Met3 routing:
Scale bar: 10 µm.
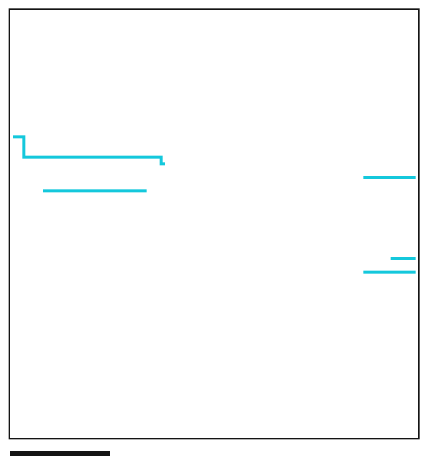
Routed clock nets over the placement:
Scale bar: 10 µm.
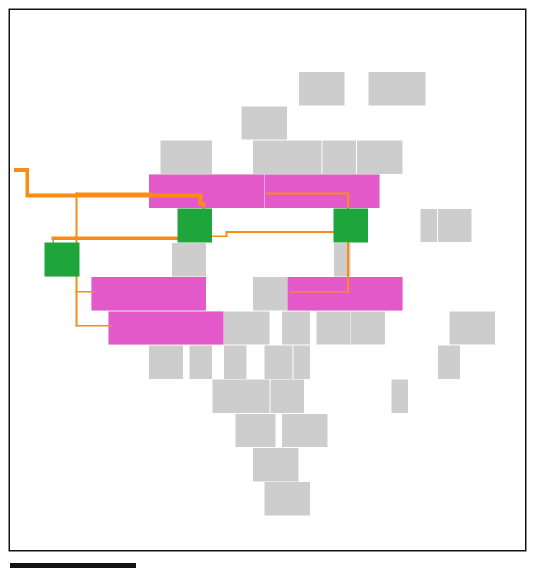
Drive-strength map:
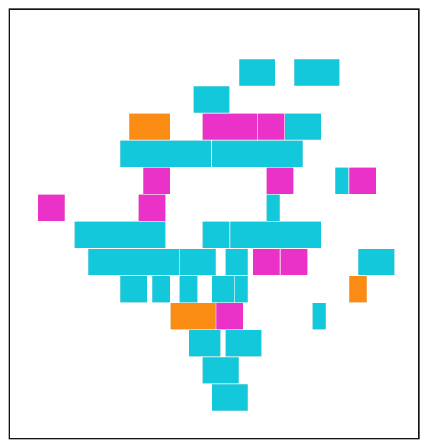
Wiring by layer:
Scale bar: 10 µm.
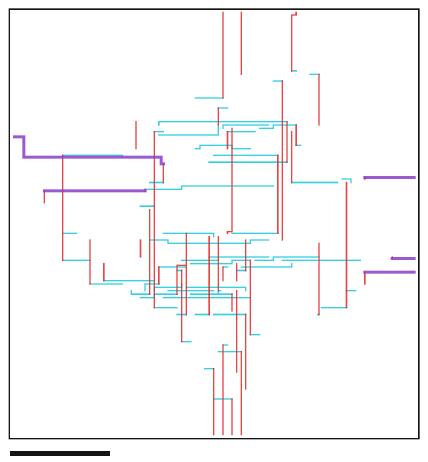
Track usage over the die:
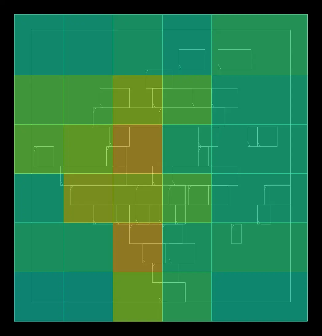
<file path="config.mk">
export PLATFORM = sky130hd
export DESIGN_NAME = prog_mem
export DESIGN_NICKNAME = d
export VERILOG_FILES = /design/src/rtl/cpu1_pkg.sv /design/src/rtl/prog_mem_array.sv /design/src/rtl/prog_mem.sv
export SDC_FILE = /design/constraint.sdc
export NUM_CORES = 1
export LEC_CHECK = 0
export CAP_MARGIN = 30
export CORE_AREA = 2 2 39 41
export CTS_CLUSTER_DIAMETER = 60
export DETAILED_ROUTE_END_ITERATION = 16
export DIE_AREA = 0 0 41 43
export PLACE_DENSITY = 0.44
export REMOVE_ABC_BUFFERS = 1
export SYNTH_ARGS = -nofsm -noshare
export SYNTH_HDL_FRONTEND = slang
export SYNTH_SLANG_ARGS = --single-unit
export TNS_END_PERCENT = 50
</file>
<file path="constraint.sdc">
create_clock -name clk -period 1.46 [get_ports clk]
set_clock_uncertainty 0.1 [all_clocks]
set_input_delay 0.292 -clock clk [delete_from_list [all_inputs] [get_ports clk]]
set_output_delay 0.292 -clock clk [all_outputs]
set_load 0.02 [all_outputs]
</file>
<file path="src/rtl/cpu1_pkg.sv">
// Shared definitions for the 1-bit CPU and its program memory.
package cpu1_pkg;

    // Default geometry: a two-word program of one-bit instructions.
    localparam int ADDR_W_DEF = 1;
    localparam int DATA_W_DEF = 1;

    // Instruction encodings understood by the default CPU.
    localparam logic OP_NOP = 1'b0;
    localparam logic OP_NOT = 1'b1;

    // Program memory sequencing: filling the program, then serving fetches.
    typedef enum logic {
        PM_LOAD = 1'b0,
        PM_RUN  = 1'b1
    } pm_state_t;

endpackage

</file>
<file path="src/rtl/prog_mem_array.sv">
// Reset-clearable instruction storage with one write port and a combinational read port.
module prog_mem_array
    import cpu1_pkg::*;
#(
    parameter int ADDR_W = ADDR_W_DEF,
    parameter int DATA_W = DATA_W_DEF
) (
    input  logic              clk,
    input  logic              n_rst,
    input  logic              we,
    input  logic [ADDR_W-1:0] waddr,
    input  logic [DATA_W-1:0] wdata,
    input  logic [ADDR_W-1:0] raddr,
    output logic [DATA_W-1:0] rdata
);

    localparam int DEPTH = 1 << ADDR_W;

    logic [DATA_W-1:0] mem_q [DEPTH];

    // Reset fills every word with NOP; otherwise store one word per enabled cycle.
    always_ff @(posedge clk or negedge n_rst) begin
        if (!n_rst) begin
            for (int i = 0; i < DEPTH; i++) begin
                mem_q[i] <= '0;
            end
        end else if (we) begin
            mem_q[waddr] <= wdata;
        end
    end

    assign rdata = mem_q[raddr];

endmodule

</file>
<file path="src/rtl/prog_mem.sv">
// Program memory with a valid/ready loader and LOAD/RUN sequencing for the 1-bit CPU.
module prog_mem
    import cpu1_pkg::*;
#(
    parameter int ADDR_W = ADDR_W_DEF,
    parameter int DATA_W = DATA_W_DEF
) (
    input  logic              clk,
    input  logic              n_rst,
    input  logic              ld_valid,
    input  logic [DATA_W-1:0] ld_data,
    input  logic              ld_last,
    output logic              ld_ready,
    input  logic              reload,
    input  logic [ADDR_W-1:0] addr,
    output logic [DATA_W-1:0] data,
    output logic              cpu_hold,
    output logic              ovf
);

    pm_state_t         state_q, state_d;
    logic [ADDR_W-1:0] wptr_q, wptr_d;
    logic              ovf_q, ovf_d;
    logic              we;
    logic [DATA_W-1:0] rdata;

    prog_mem_array #(
        .ADDR_W(ADDR_W),
        .DATA_W(DATA_W)
    ) u_array (
        .clk   (clk),
        .n_rst (n_rst),
        .we    (we),
        .waddr (wptr_q),
        .wdata (ld_data),
        .raddr (addr),
        .rdata (rdata)
    );

    // State, write pointer and overflow flag registers.
    always_ff @(posedge clk or negedge n_rst) begin
        if (!n_rst) begin
            state_q <= PM_LOAD;
            wptr_q  <= '0;
            ovf_q   <= 1'b0;
        end else begin
            state_q <= state_d;
            wptr_q  <= wptr_d;
            ovf_q   <= ovf_d;
        end
    end

    // Next state: accept words in LOAD until the last or top word, flag stray loads in RUN.
    always_comb begin
        state_d = state_q;
        wptr_d  = wptr_q;
        ovf_d   = ovf_q;
        we      = 1'b0;
        unique case (state_q)
            PM_LOAD: begin
                if (ld_valid) begin
                    we     = 1'b1;
                    wptr_d = wptr_q + ADDR_W'(1);
                    if (ld_last || (wptr_q == '1)) begin
                        state_d = PM_RUN;
                    end
                end
            end
            PM_RUN: begin
                if (reload) begin
                    state_d = PM_LOAD;
                    wptr_d  = '0;
                    ovf_d   = 1'b0;
                end else if (ld_valid) begin
                    ovf_d = 1'b1;
                end
            end
            default: begin
                state_d = PM_LOAD;
            end
        endcase
    end

    // The CPU only sees real instructions once a complete program is present.
    always_comb begin
        ld_ready = (state_q == PM_LOAD);
        cpu_hold = (state_q == PM_LOAD);
        ovf      = ovf_q;
        data     = (state_q == PM_RUN) ? rdata : DATA_W'(OP_NOP);
    end

endmodule

</file>
==> impl_metrics.json <==
{
  "outcome": "finished clean",
  "critical_path.startpoint_type": "register",
  "ctsResizeCount": 8,
  "internal_power_mw": 0.476,
  "timing.final.crit_share_pct": 97.3,
  "yosys.area_share.adder_pct": 0,
  "synth.cellmix.simpleShare_pct": 14.1,
  "route.met3.wl_um": 39,
  "critPathKind": "reg2out",
  "overflow": 0,
  "synth.yosys.num_cells": 20,
  "synthAoiAreaFrac_pct": 9.90,
  "logic_share_of_the_area_pct": 25.3,
  "clock.fmax_ghz": 0.704,
  "ys_sh_mux_pct": 19.3,
  "design.die.area_mm2": 0.00176,
  "final_slew_violations": 0,
  "io_pins": 11,
  "clock_buffers": 4,
  "path_clk_slew_ns": 0.04,
  "worst-r2r-setup-slack_ns": 0.15,
  "layout-drive-gt1-share_pct": 34.2,
  "min_path_type": "in2async",
  "final_core_util_pct": 29.7,
  "grt_util_met1_pct": 8.14,
  "critical_path.reg2reg.endpoint": "u_array.mem_q[1]$_DFFE_PN0P_",
  "largest_register_ff_count": 2,
  "power_per_cell_area_mw_per_mm2": 1710,
  "synth-main-ff-cell": "sky130_fd_sc_hd__dfrtp_1",
  "worstRegToRegCells": 3,
  "cp-startpoint": "state_q$_DFF_PN0_",
  "clock_path_buffers": 2,
  "post_synth_xor_area_fraction_pct": 0,
  "synth.ff_latch_count": 5,
  "leakagePower_nw": 0.204,
  "grt_first_pass_wirelength_um": 786,
  "place.gp.congestion": 0.651,
  "fill_cells": 150,
  "synth-seq-area-share_pct": 52.1,
  "switchingPower_mw": 0.226,
  "worstSetupEndpoint": "ld_ready",
  "post_cts_setup_buffer_count": 0,
  "numPortBuffers": 10,
  "clock_period_minus_worst_slack_ns": 1.42,
  "routed_vias_inst": 3.70,
  "report.final.setup_viol": 0,
  "vdd.ir_drop.worst_v": 0.000595,
  "nonClockInverterCount": 1,
  "first_pass_iters": 4,
  "track_usage_pct": 7.36,
  "die_w_um": 41,
  "layout_top_cell_excl_fill_tap": "sky130_fd_sc_hd__buf_4",
  "core.rowCount": 14,
  "routed-via-count": 200,
  "postRouteWirelength_um": 497,
  "route.top_layer_used": "met3",
  "cp_max_fo": 4,
  "cts-buffers-inserted": 3,
  "grt_pass1_vias": 184,
  "seq_cells": 5,
  "critical_path_arrival_ns": 1.03,
  "layout.area.seq_um2": 125,
  "least_margin_pin_slew_ns": 0.237,
  "route.layer.met1.wl_um": 217,
  "synth.logic.top_family": "multiplexers",
  "worstSkewPairLatency_ns": 0.24,
  "sw_frac_of_total_pct": 32.1,
  "async_flop_share_pct": 100,
  "timing.critical_path.required_ns": 1.07,
  "synthDominantAreaCellType": "sky130_fd_sc_hd__dfrtp_1",
  "antennaDiodeCount": 0,
  "synth_area_um2": 240,
  "finalHoldViolations": 0,
  "clkPwrFrac_pct": 22.2,
  "well_tap_count": 16,
  "fp-utilization_pct": 17.4,
  "p_seq_share_pct": 34.4,
  "max_cap_viol_count": 0,
  "largest-register": "u_array.mem_q"
}
Notes on 'met3 routing' above:
main direction: horizontal
share of all routed wire: 8.0%

Notes on 'routed clock nets over the placement' above:
[flip-flops] magenta | count: 5
[clock-net drivers] green | count: 3
[clock wires] orange | length: 85.1 µm
routed clock nets: 4

Notes on 'drive-strength map' above:
| size | color | cells | share |
|---|---|---|---|
| x1 and smaller | cyan | 25 | 66% |
| x3 and x4 | magenta | 10 | 26% |
| x2 | orange | 3 | 7.9% |

Notes on 'wiring by layer' above:
| layer | color | wire length |
|---|---|---|
| M3 | purple | 39.9 µm |
| M1 | cyan | 218 µm |
| M2 | red | 240 µm |

Notes on 'track usage over the die' above:
wire length per cell: 9.20 µm
GRT met2 Usage: 9.38%

==> per-stage QoR <==
| step | instance area, µm² | setup TNS, ns | setup WS (ns) | std cells | hold slack [ns] |
|---|---|---|---|---|---|
| global route | 410 | -0.0351 | -0.0351 | 54 | 0.185 |
| floorplan | 233 | 0 | 0.0665 | 19 | -0.104 |
| detailed placement | 390 | -0.678 | -0.477 | 50 | 0.409 |
| CTS | 409 | -0.111 | -0.0975 | 54 | 0.177 |
| finish | 410 | 0 | 0.0393 | 54 | 0.180 |
| global placement | 390 | -0.630 | -0.468 | 50 | 0.399 |
==> critical path, stage by stage, from the launching register on <==
cell and delay (ns):
sky130_fd_sc_hd__dfrtp_1 0.37, sky130_fd_sc_hd__inv_1 0.11, sky130_fd_sc_hd__clkdlybuf4s15_1 0.31
